File: config.mk
export PLATFORM = sky130hd
export DESIGN_NAME = flopenr_pipe
export DESIGN_NICKNAME = d
export VERILOG_FILES = /design/src/rtl/flopenr_pipe.sv
export SDC_FILE = /design/constraint.sdc
export NUM_CORES = 1
export LEC_CHECK = 0
export CAP_MARGIN = 5
export CORE_MARGIN = 5
export CORE_UTILIZATION = 30
export DETAILED_ROUTE_END_ITERATION = 8
export PLACE_DENSITY_LB_ADDON = 0.3
export SYNTH_ARGS = -nofsm -noshare
export SYNTH_HDL_FRONTEND = slang
export SYNTH_SLANG_ARGS = --single-unit
File: constraint.sdc
create_clock -name clk -period 2.05 [get_ports clk]
set_input_delay 0.205 -clock clk [delete_from_list [all_inputs] [get_ports clk]]
set_output_delay 0.205 -clock clk [all_outputs]
set_load 0.02 [all_outputs]
File: src/rtl/flopenr_pipe.sv
// -----------------------------------------------------------------------------
// flopenr_pipe
//
// Purpose:
//   Parametrised DEPTH-stage enabled pipeline register with per-stage valid
//   tags, a synchronous flush and a saturating fill counter. It is meant to be
//   used as a stall-aware delay line between CPU pipeline stages, for example
//   to carry delayed writeback tags or branch-prediction metadata alongside
//   the instruction they belong to.
//
// Parameters:
//   WIDTH        data width in bits
//   DEPTH        number of stages (>= 1); latency measured in enabled cycles
//   RESET_VALUE  value held by every data stage after reset or a data-clearing
//                flush
//   CLR_DATA     1: clr also loads RESET_VALUE into the data stages
//                0: clr only clears the valid tags, data is held
//   BUBBLE_ZERO  1: stage 0 stores RESET_VALUE instead of d when d_valid = 0
//
// Ports:
//   clk          in   clock, rising edge
//   n_rst        in   asynchronous active-low reset
//   en           in   advance the pipeline (0 = stall, every register holds)
//   clr          in   synchronous flush, takes priority over en
//   d            in   data into stage 0
//   d_valid      in   valid tag travelling with d
//   q            out  data from the last stage (DEPTH-1)
//   q_valid      out  valid tag of the last stage
//   stage_valid  out  valid tag of every stage, bit 0 = newest
//   fill_cnt     out  enabled advances since reset/clr, saturates at DEPTH
//   primed       out  fill_cnt == DEPTH
// -----------------------------------------------------------------------------
module flopenr_pipe #(
  parameter int               WIDTH       = 32,
  parameter int               DEPTH       = 2,
  parameter logic [WIDTH-1:0] RESET_VALUE = '0,
  parameter bit               CLR_DATA    = 1'b1,
  parameter bit               BUBBLE_ZERO = 1'b0
) (
  input  logic                         clk,
  input  logic                         n_rst,
  input  logic                         en,
  input  logic                         clr,
  input  logic [WIDTH-1:0]             d,
  input  logic                         d_valid,
  output logic [WIDTH-1:0]             q,
  output logic                         q_valid,
  output logic [DEPTH-1:0]             stage_valid,
  output logic [$clog2(DEPTH+1)-1:0]   fill_cnt,
  output logic                         primed
);

  localparam int            CW       = $clog2(DEPTH + 1);
  localparam logic [CW-1:0] FILL_MAX = CW'(DEPTH);

  // Current contents of every stage, gathered from the per-stage flops so the
  // next stage and the outputs can pick them up by index.
  logic [DEPTH-1:0][WIDTH-1:0] w_data;
  logic [DEPTH-1:0]            w_valid;

  // Data actually presented to stage 0.
  logic [WIDTH-1:0]            w_head_data;

  // ---------------------------------------------------------------------------
  // Stage-0 input selection
  // ---------------------------------------------------------------------------
  // With bubble zeroing the mux selects a constant whenever the tag is low,
  // so garbage (including X) on d for an invalid slot never enters the pipe.
  generate
    if (BUBBLE_ZERO) begin : g_bubble_zero
      assign w_head_data = d_valid ? d : RESET_VALUE;
    end else begin : g_bubble_pass
      assign w_head_data = d;
    end
  endgenerate

  // ---------------------------------------------------------------------------
  // Pipeline stages
  // ---------------------------------------------------------------------------
  genvar gi;
  generate
    for (gi = 0; gi < DEPTH; gi++) begin : g_stage
      logic [WIDTH-1:0] w_src_data;
      logic             w_src_valid;
      logic [WIDTH-1:0] r_data;
      logic             r_valid;

      if (gi == 0) begin : g_head
        assign w_src_data  = w_head_data;
        assign w_src_valid = d_valid;
      end else begin : g_body
        assign w_src_data  = w_data[gi-1];
        assign w_src_valid = w_valid[gi-1];
      end

      // Priority: asynchronous reset, then flush, then advance, else hold.
      always_ff @(posedge clk or negedge n_rst) begin
        if (!n_rst) begin
          r_data  <= RESET_VALUE;
          r_valid <= 1'b0;
        end else if (clr) begin
          r_valid <= 1'b0;
          if (CLR_DATA) begin
            r_data <= RESET_VALUE;
          end
        end else if (en) begin
          r_data  <= w_src_data;
          r_valid <= w_src_valid;
        end
      end

      assign w_data[gi]  = r_data;
      assign w_valid[gi] = r_valid;
    end
  endgenerate

  // ---------------------------------------------------------------------------
  // Fill counter
  // ---------------------------------------------------------------------------
  // Counts enabled edges rather than valid entries: once it reaches DEPTH
  // every stage has been written since the last reset/flush, bubbles included.
  logic [CW-1:0] r_fill;

  always_ff @(posedge clk or negedge n_rst) begin
    if (!n_rst) begin
      r_fill <= '0;
    end else if (clr) begin
      r_fill <= '0;
    end else if (en && (r_fill != FILL_MAX)) begin
      r_fill <= r_fill + CW'(1);
    end
  end

  // ---------------------------------------------------------------------------
  // Outputs
  // ---------------------------------------------------------------------------
  assign q           = w_data[DEPTH-1];
  assign q_valid     = w_valid[DEPTH-1];
  assign stage_valid = w_valid;
  assign fill_cnt    = r_fill;
  assign primed      = (r_fill == FILL_MAX);

endmodule

### Wires at chosen ports, followed through buffers, run 1

Bar = 20 um.
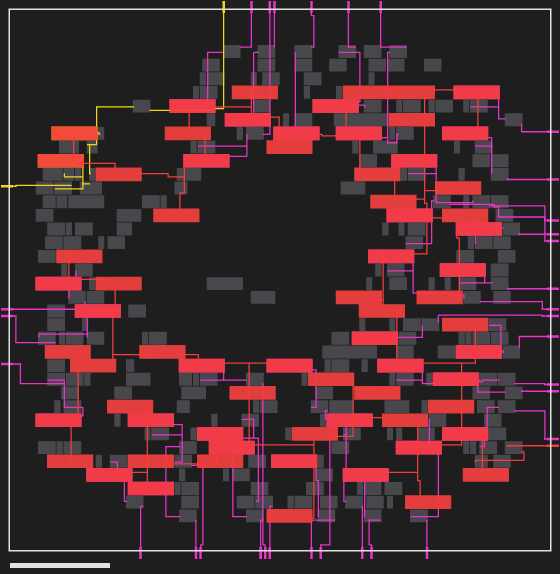
Key: `n_rst` = red [bits 1, direction input, end cells 68, buffers 2, wire 532 um]; `q` = magenta [bits 32, direction output, end cells 32, buffers 32, wire 893 um]; `fill_cnt` = yellow [bits 2, direction output, end cells 2, buffers 2, wire 85.6 um]

### Placement by cell class, run 1

Fill, decap, tap and diode cells in grey.
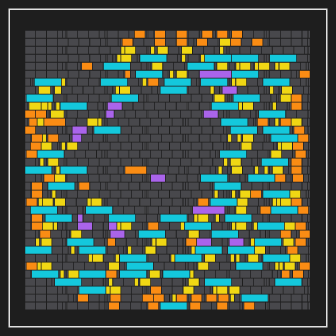
Key: clock drivers and dummy loads = purple [cells 15]; sequential cells = cyan [cells 68]; combinational and other logic = yellow [cells 141]; remaining buffers and delay cells = orange [cells 78]

### Drive-strength map, run 1

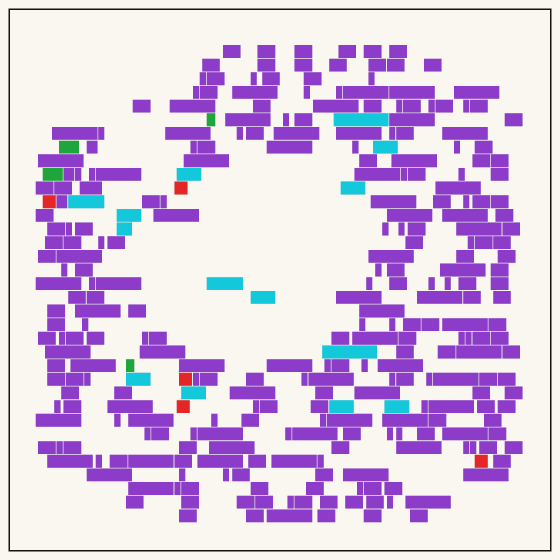
Key: _6 and larger = cyan [cells 14, share 4.6%]; _3 and _4 cells = red [cells 5, share 1.7%]; _2 cells = green [cells 4, share 1.3%]; _0 and _1 cells = purple [cells 279, share 92%]

==> CHANGELOG.md, run 1 <==
## Implementation

- Combinational Power Share: 12.5%
- Tcrit/Tclk final: 87.1%
- Clk pwr share: 39.8%
- WP data required: 1.85 ns
- Antenna viol nets, final: 0
- Min-Delay Endpoint: q[25]
- Routed len/inst: 13.3 um
- H-tree Lvls: 3
- XOR/XNOR Area Share: 0%
- Number of diodes: 0
- Synth cell count leaders: dfrtp_1 (68), nor2_1 (68), mux2i_1 (66)
- Min-Delay Path Class: in -> reg
- P_int: 2.28 mW
- Gpl congestion: 0.653
- Worst reg2reg startpoint: fill_cnt[0]
- Ao+oa area frac: 0%
- Layout cell share with drive strength beyond 1: 7.62%
- Total die area: 11600 sq um
- Post-CTS Repair Setup Buffers: 0
- Synthesis area per yosys: 2850 sq um
- Reg2reg path depth: 4
- Drt total wl: 5730 um
- Distinct lib cells: 12
- CTS Buffer Depth: 2
- Final cell count without fillers: 431
- Synth area leaders: dfrtp_1 (60%), mux2i_1 (23%), nor2_1 (8.9%)
- CTS tree: done
- Inserted Clock Buffers: 9
- Total iterations of the first detailed-routing run: 3
- Met1 usage: 14.0%
- R2R Path End: fill_cnt[0]
- Global route overflow: 0
- Row count: 35
- Area share, top type: 59.6%
- Height of the die: 108 um
- Mapped Area: 2850 sq um
- Met3 GRT Util: 3.78%
- Top FF cell, synth: dfrtp_1
- Placed cell count: 415
- Main logic family after synthesis: multiplexers
- GR Util All Layers: 10.7%
- Net Count, Synth: 265
- RSZ-0062 raised after global routing: false
- Highest clock rate: 560 MHz
- Slew headroom: 43.8%
- Setup-failing EPs final: 0
- Sequential fraction of the synthesis area: 59.6%
- Hold Crit Depth: 2
- Adder share: 0.438%
- Final Max Slew Viols: 0
- Mapped Cells: 227
- Worst Tran Pin Value: 0.843 ns
- Critical Path AT: 1.58 ns
- CTS Root Cell: clkbuf_8
- Leading power group: sequential cells
- Crit Path Category: reg -> out
- CP Launch Type: flop
- Vias in the first global route: 1899
- Post-synth ARST share: 100%
- Hold Fails Final Rpt: 0
- Synth Area per Inst: 12.6 sq um
- Clk slew on worst S/H paths: 0.07 ns
- Maximum VDD drop: 0.000363 V
- Clk pwr: 1.20 mW
- Buffers added on ports: 74
- Pwr Density: 785 nW/um^2
- Simple-gate portion of the synthesized area: 9.60%
- Seq group: 1.44 mW
- Total negative slack: 0 ns
- Flops & latches, synth: 68
- Sequential power share: 47.7%
- Hpwl dp: 3650 um
- Setup crit end kind: output port
- Met2 usage in global routing: 15.9%
- Antenna violations before repair: 0
- # clock sinks: 68
- Die Span X: 108 um
- Largest net degree at the start of global routing: 69
- Drt via density: 4.26
- Yosys stat cell total: 227
- Area leader, netlist: dfrtp_1
- DR vias: 1837
- Max FO, Critical Path: 4
- DP Area: 3610 sq um
- Busiest layer in global routing: met2
- Maxcap violations: 0
- Number of enable flip-flop cells: 0
- Leak: 1.85 nW
- Total core area: 9240 sq um
- Final nets: 336
- Synth mux share: 23.9%
- Clk_skew: 0.00546 ns
- Post-route DRC violation count: 0
- Min-delay src: clr
- Outcome: finished, final reports clean
- Area growth, synth to finish: 34.5%
- Num ports: 75
- Final core occ: 41.5%
- Synth Warn #: 0
- Fin crit period: 1.79 ns
- R2r setup slk: 0.76 ns
- FP Core Util: 30.9%
- Final Cell Area: 3840 sq um
- Tool warnings: 26
- Psw: 0.736 mW
- Comb pwr: 0.375 mW
[run 1: layout make-up]
type	instances	area, sq um
tap	129	161
clock buffer	9	124
sequential	68	1700
inverter	1	3.75
clock inverter	6	88.8
multi-input combinational	140	970
timing repair buffer	78	788
fill	894	5400
[run 1: state kept, by name, indices dropped and copies added, names as in the netlist]
name and flops:
g_stage.r_valid 1, g_stage.r_data 32, q 32, fill_cnt 2
q_valid 1
[run 1: critical path, cell delays in order, from the launching register on]
cell and delay (ns):
dfrtp_1 0.40, inv_1 0.06, ha_1 0.17, clkdlybuf4s50_1 0.61
[run 1: layout by cell type, fill, tap and decap left out, drive strengths merged]
cell,count
dfrtp,68
clkinvlp,2
bufinv,2
mux2,2
nor2,68
buf,6
clkinv,1
mux2i,66
ha,1
nor2b,3
inv,2
clkdlybuf4s50,71
dlygate4sd3,1
clkbuf,9
[run 1: through the flow]
step	hold slack, ns	power [mW]	worst slack [ns]
6_report	0.292	3.01	0.264
5_1_grt	0.303	3.16	0.202
4_1_cts	0.285	3.08	0.229
3_5_place_dp	0.375	1.85	0.626
3_3_place_gp	0.380	1.84	0.635
2_1_floorplan	-0.0906	1.68	0.601
[run 1: per-layer routing]
metal  vias up  share of wire, %
li1        882                 -
met1       892                47
met2        53                45
met3        10               6.4
met4         0               2.1
met5         -                 0
[run 1: worst max path at each step]
stage           startpoint          end  slack (ns)
3_5_place_dp   fill_cnt[0]       primed        0.63
2_1_floorplan  fill_cnt[0]  fill_cnt[0]        0.60
5_1_grt        fill_cnt[0]       primed        0.20
6_report       fill_cnt[0]       primed        0.26
3_3_place_gp   fill_cnt[0]       primed        0.63
4_1_cts        fill_cnt[0]       primed        0.23
[run 1: what timing repair did]
item                       4_1_cts  5_1_grt
hold buffers                     1        0
hold endpoints to repair         4        0
setup endpoints to repair        0        0
==> run 2: changes to the inputs <==
--- a/config.mk
+++ b/config.mk
@@ -5,9 +5,10 @@
 export SDC_FILE = /design/constraint.sdc
 export NUM_CORES = 1
 export LEC_CHECK = 0
+export ABC_AREA = 1
 export CAP_MARGIN = 5
 export CORE_MARGIN = 5
-export CORE_UTILIZATION = 30
+export CORE_UTILIZATION = 51
 export DETAILED_ROUTE_END_ITERATION = 8
 export PLACE_DENSITY_LB_ADDON = 0.3
 export SYNTH_ARGS = -nofsm -noshare
### Cell outlines without signal wires, run 2

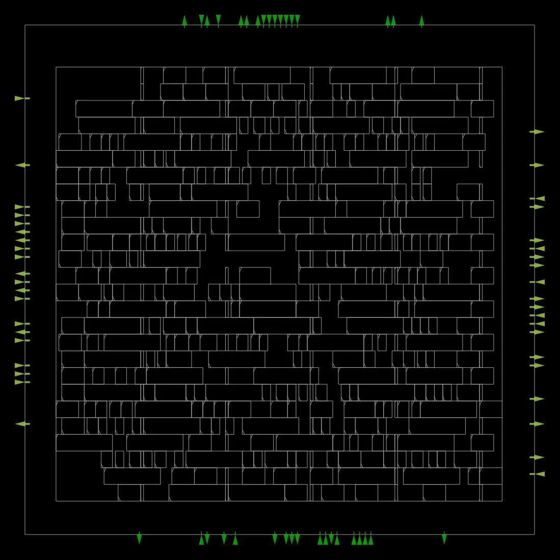
final cell count without fillers: 434
total core area: 5140 sq um
Well Taps: 70
Flops: 68

### Placement by cell class, run 2

Fill, decap, tap and diode cells in grey.
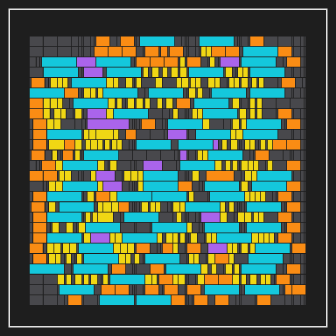
Key: sequential cells = cyan [cells 68]; remaining buffers and delay cells = orange [cells 81]; clock drivers and dummy loads = purple [cells 14]; combinational and other logic = yellow [cells 201]

==> CHANGELOG.md, run 2 <==
## Implementation

- CP Launch Type: flop
- Ao+oa area frac: 5.52% (+5.5 points)
- Critical Path AT: 1.64 ns (+0.06 ns)
- Flops & latches, synth: 68 (unchanged)
- P_int: 2.20 mW (-3.5%)
- CP bufs+invs: 2 (unchanged)
- Hpwl dp: 4120 um (+13%)
- Slew headroom: 69.6% (+26 points)
- DP Area: 3460 sq um (-4.2%)
- Total die area: 6890 sq um (-40%)
- Inserted Clock Buffers: 9 (unchanged)
- XOR/XNOR Area Share: 0% (unchanged)
- Fin crit period: 1.85 ns (+0.0615 ns)
- # clock sinks: 68 (unchanged)
- CTS Root Cell: clkbuf_8
- Logic area: 816 sq um (-16%)
- Adder share: 0.460% (+0.022 points)
- Simple-gate portion of the synthesized area: 24.0% (+14 points)
- Final nets: 399 (+19%)
- Buffers added on ports: 74 (unchanged)
- Hold-fix buffers at CTS: 1 (unchanged)
- Non-clock buffers: 81 (+3.8%)
- Synth mux share: 0% (-24 points)
- Synthesis area per yosys: 2720 sq um (-4.7%)
- Tcrit/Tclk final: 90.1% (+3.0 points)
- Setup crit end kind: output port
- Slowest cell delay on critical path: 0.62 ns (about the same)
- Die Span X: 83.0 um (-23%)
- Highest clock rate: 541 MHz (-3.3%)
- Routed len/inst: 13.7 um (+3.0%)
- Number of enable flip-flop cells: 0 (unchanged)
- Yosys stat cell total: 290 (+28%)
- Global route overflow: 0 (unchanged)
- Final Cell Area: 3660 sq um (-4.5%)
- Drt via density: 5.01 (+18%)
- Total iterations of the first detailed-routing run: 4 (+1)
- H-tree Lvls: 3 (unchanged)
- R2r setup slk: 0.98 ns (+0.22 ns)
- # fillers: 438 (-51%)
- Post-route DRC violation count: 0 (unchanged)
- CP delay by family, top: buffers and inverters
- Combinational Power Share: 13.3% (+0.8 points)
- Synth area leaders: dfrtp_1 (63%), nand2_1 (13%), nand3_1 (10%)
- Min-Delay Path Class: in -> async
- Synth Warn #: 0 (unchanged)
- Pwr Density: 791 nW/um^2 (+0.72%)
- Sequential fraction of the synthesis area: 62.6% (+3.0 points)
- Crit Path Category: reg -> out
- Met1 usage: 24.5% (+11 points)
- Top cell excl fill/tap: nand2_1
- Post-synth ARST share: 100% (unchanged)
- Worst Tran Pin Value: 0.456 ns (-0.387 ns)
- Net Count, Synth: 328 (+24%)
- Flop share of the area: 46.4% (+2.1 points)
- Busiest layer in global routing: met2
- Antenna viol nets, final: 0 (unchanged)
- Num ports: 75 (unchanged)
- Outcome: finished, final reports clean
- Signal buf overhead: 21.8% (+1.2 points)
- Psw: 0.702 mW (-4.7%)
- Antenna violations before repair: 0 (unchanged)
- Main logic family after synthesis: simple AND/OR/NAND/NOR gates
- Sequential power share: 49.9% (+2.2 points)
- Synth cell count leaders: nand2_1 (91), dfrtp_1 (68), nand3_1 (55)
- Comb/total area: 22.3% (-3.0 points)
- Leak: 1.77 nW (-4.4%)
- Vias in the first global route: 2162 (+14%)
- Area share, top type: 62.6% (+3.0 points)
- Most frequent cells in the layout: nand2_1 (91), clkdlybuf4s50_1 (72), dfrtp_1 (68), nand3_1 (55), o21ai_1 (30)
- FP Core Util: 52.9% (+22 points)
- Maximum VDD drop: 0.000645 V (+78%)
- Maxcap violations: 0 (unchanged)
- Hold Fails Final Rpt: 0 (unchanged)
- Met2 usage in global routing: 29.4% (+13 points)
- Distinct lib cells: 14 (+2)
- Layout cell share with drive strength beyond 1: 7.14% (-0.47 points)
- CTS tree: done
-- run 2: cell types whose count changed after synthesis, moves of 8 or more --
cell,previous run,this run
nand2_1,0,91
mux2i_1,66,0
nand3_1,0,55
inv_1,1,17
nor2_1,68,2
o21ai_1,0,30
buf_2,6,14
-- run 2: per-layer routing --
layer / vias up / share of wire [%]
met5: - / 0
li1: 1069 / -
met4: 0 / 1.4
met1: 1036 / 44
met2: 62 / 48
met3: 8 / 6.1
-- run 2: final timing paths --
check                            start                     to  cells past startpoint
max reg2reg                fill_cnt[0]            fill_cnt[1]                      6
max                        fill_cnt[0]                 primed                      3
min reg2reg                      q[19]                  q[19]                      2
min                              n_rst                  q[24]                      2
min in group clk                    en  g_stage[0].r_data[19]                      3
max in group asynchronous        n_rst  g_stage[0].r_data[15]                      3
-- run 2: kinds of logic (layout without fill, tap and decap cells) --
group                      after synthesis  in the layout
adders and majority gates                1              1
AOI/OAI and AO/OA                       30             30
and+or+nand+nor                        151            151
buffers and inverters                   40            114
DFF                                     68             68
-- run 2: power groups by stage --
stage	clock [mW]	combinational [mW]	sequential (mW)
3_3_place_gp	0	0.384	1.47
5_1_grt	1.16	0.428	1.45
4_1_cts	1.09	0.390	1.44
2_1_floorplan	0	0.154	1.50
6_report	1.07	0.384	1.44
3_5_place_dp	0	0.388	1.47
-- run 2: through the flow --
stage	total power, mW	hold WS (ns)	setup slack, ns	utilization [%]	std cells
2_1_floorplan	1.65	-0.0906	0.877	-	290
3_3_place_gp	1.85	0.167	0.479	67.4	419
3_5_place_dp	1.86	0.171	0.390	67.4	419
4_1_cts	2.93	0.344	0.185	71.3	434
5_1_grt	3.04	0.351	0.109	71.3	434
6_report	2.90	0.335	0.202	71.3	434
Power figures rest on the tool's default switching activity, not on a simulated workload.
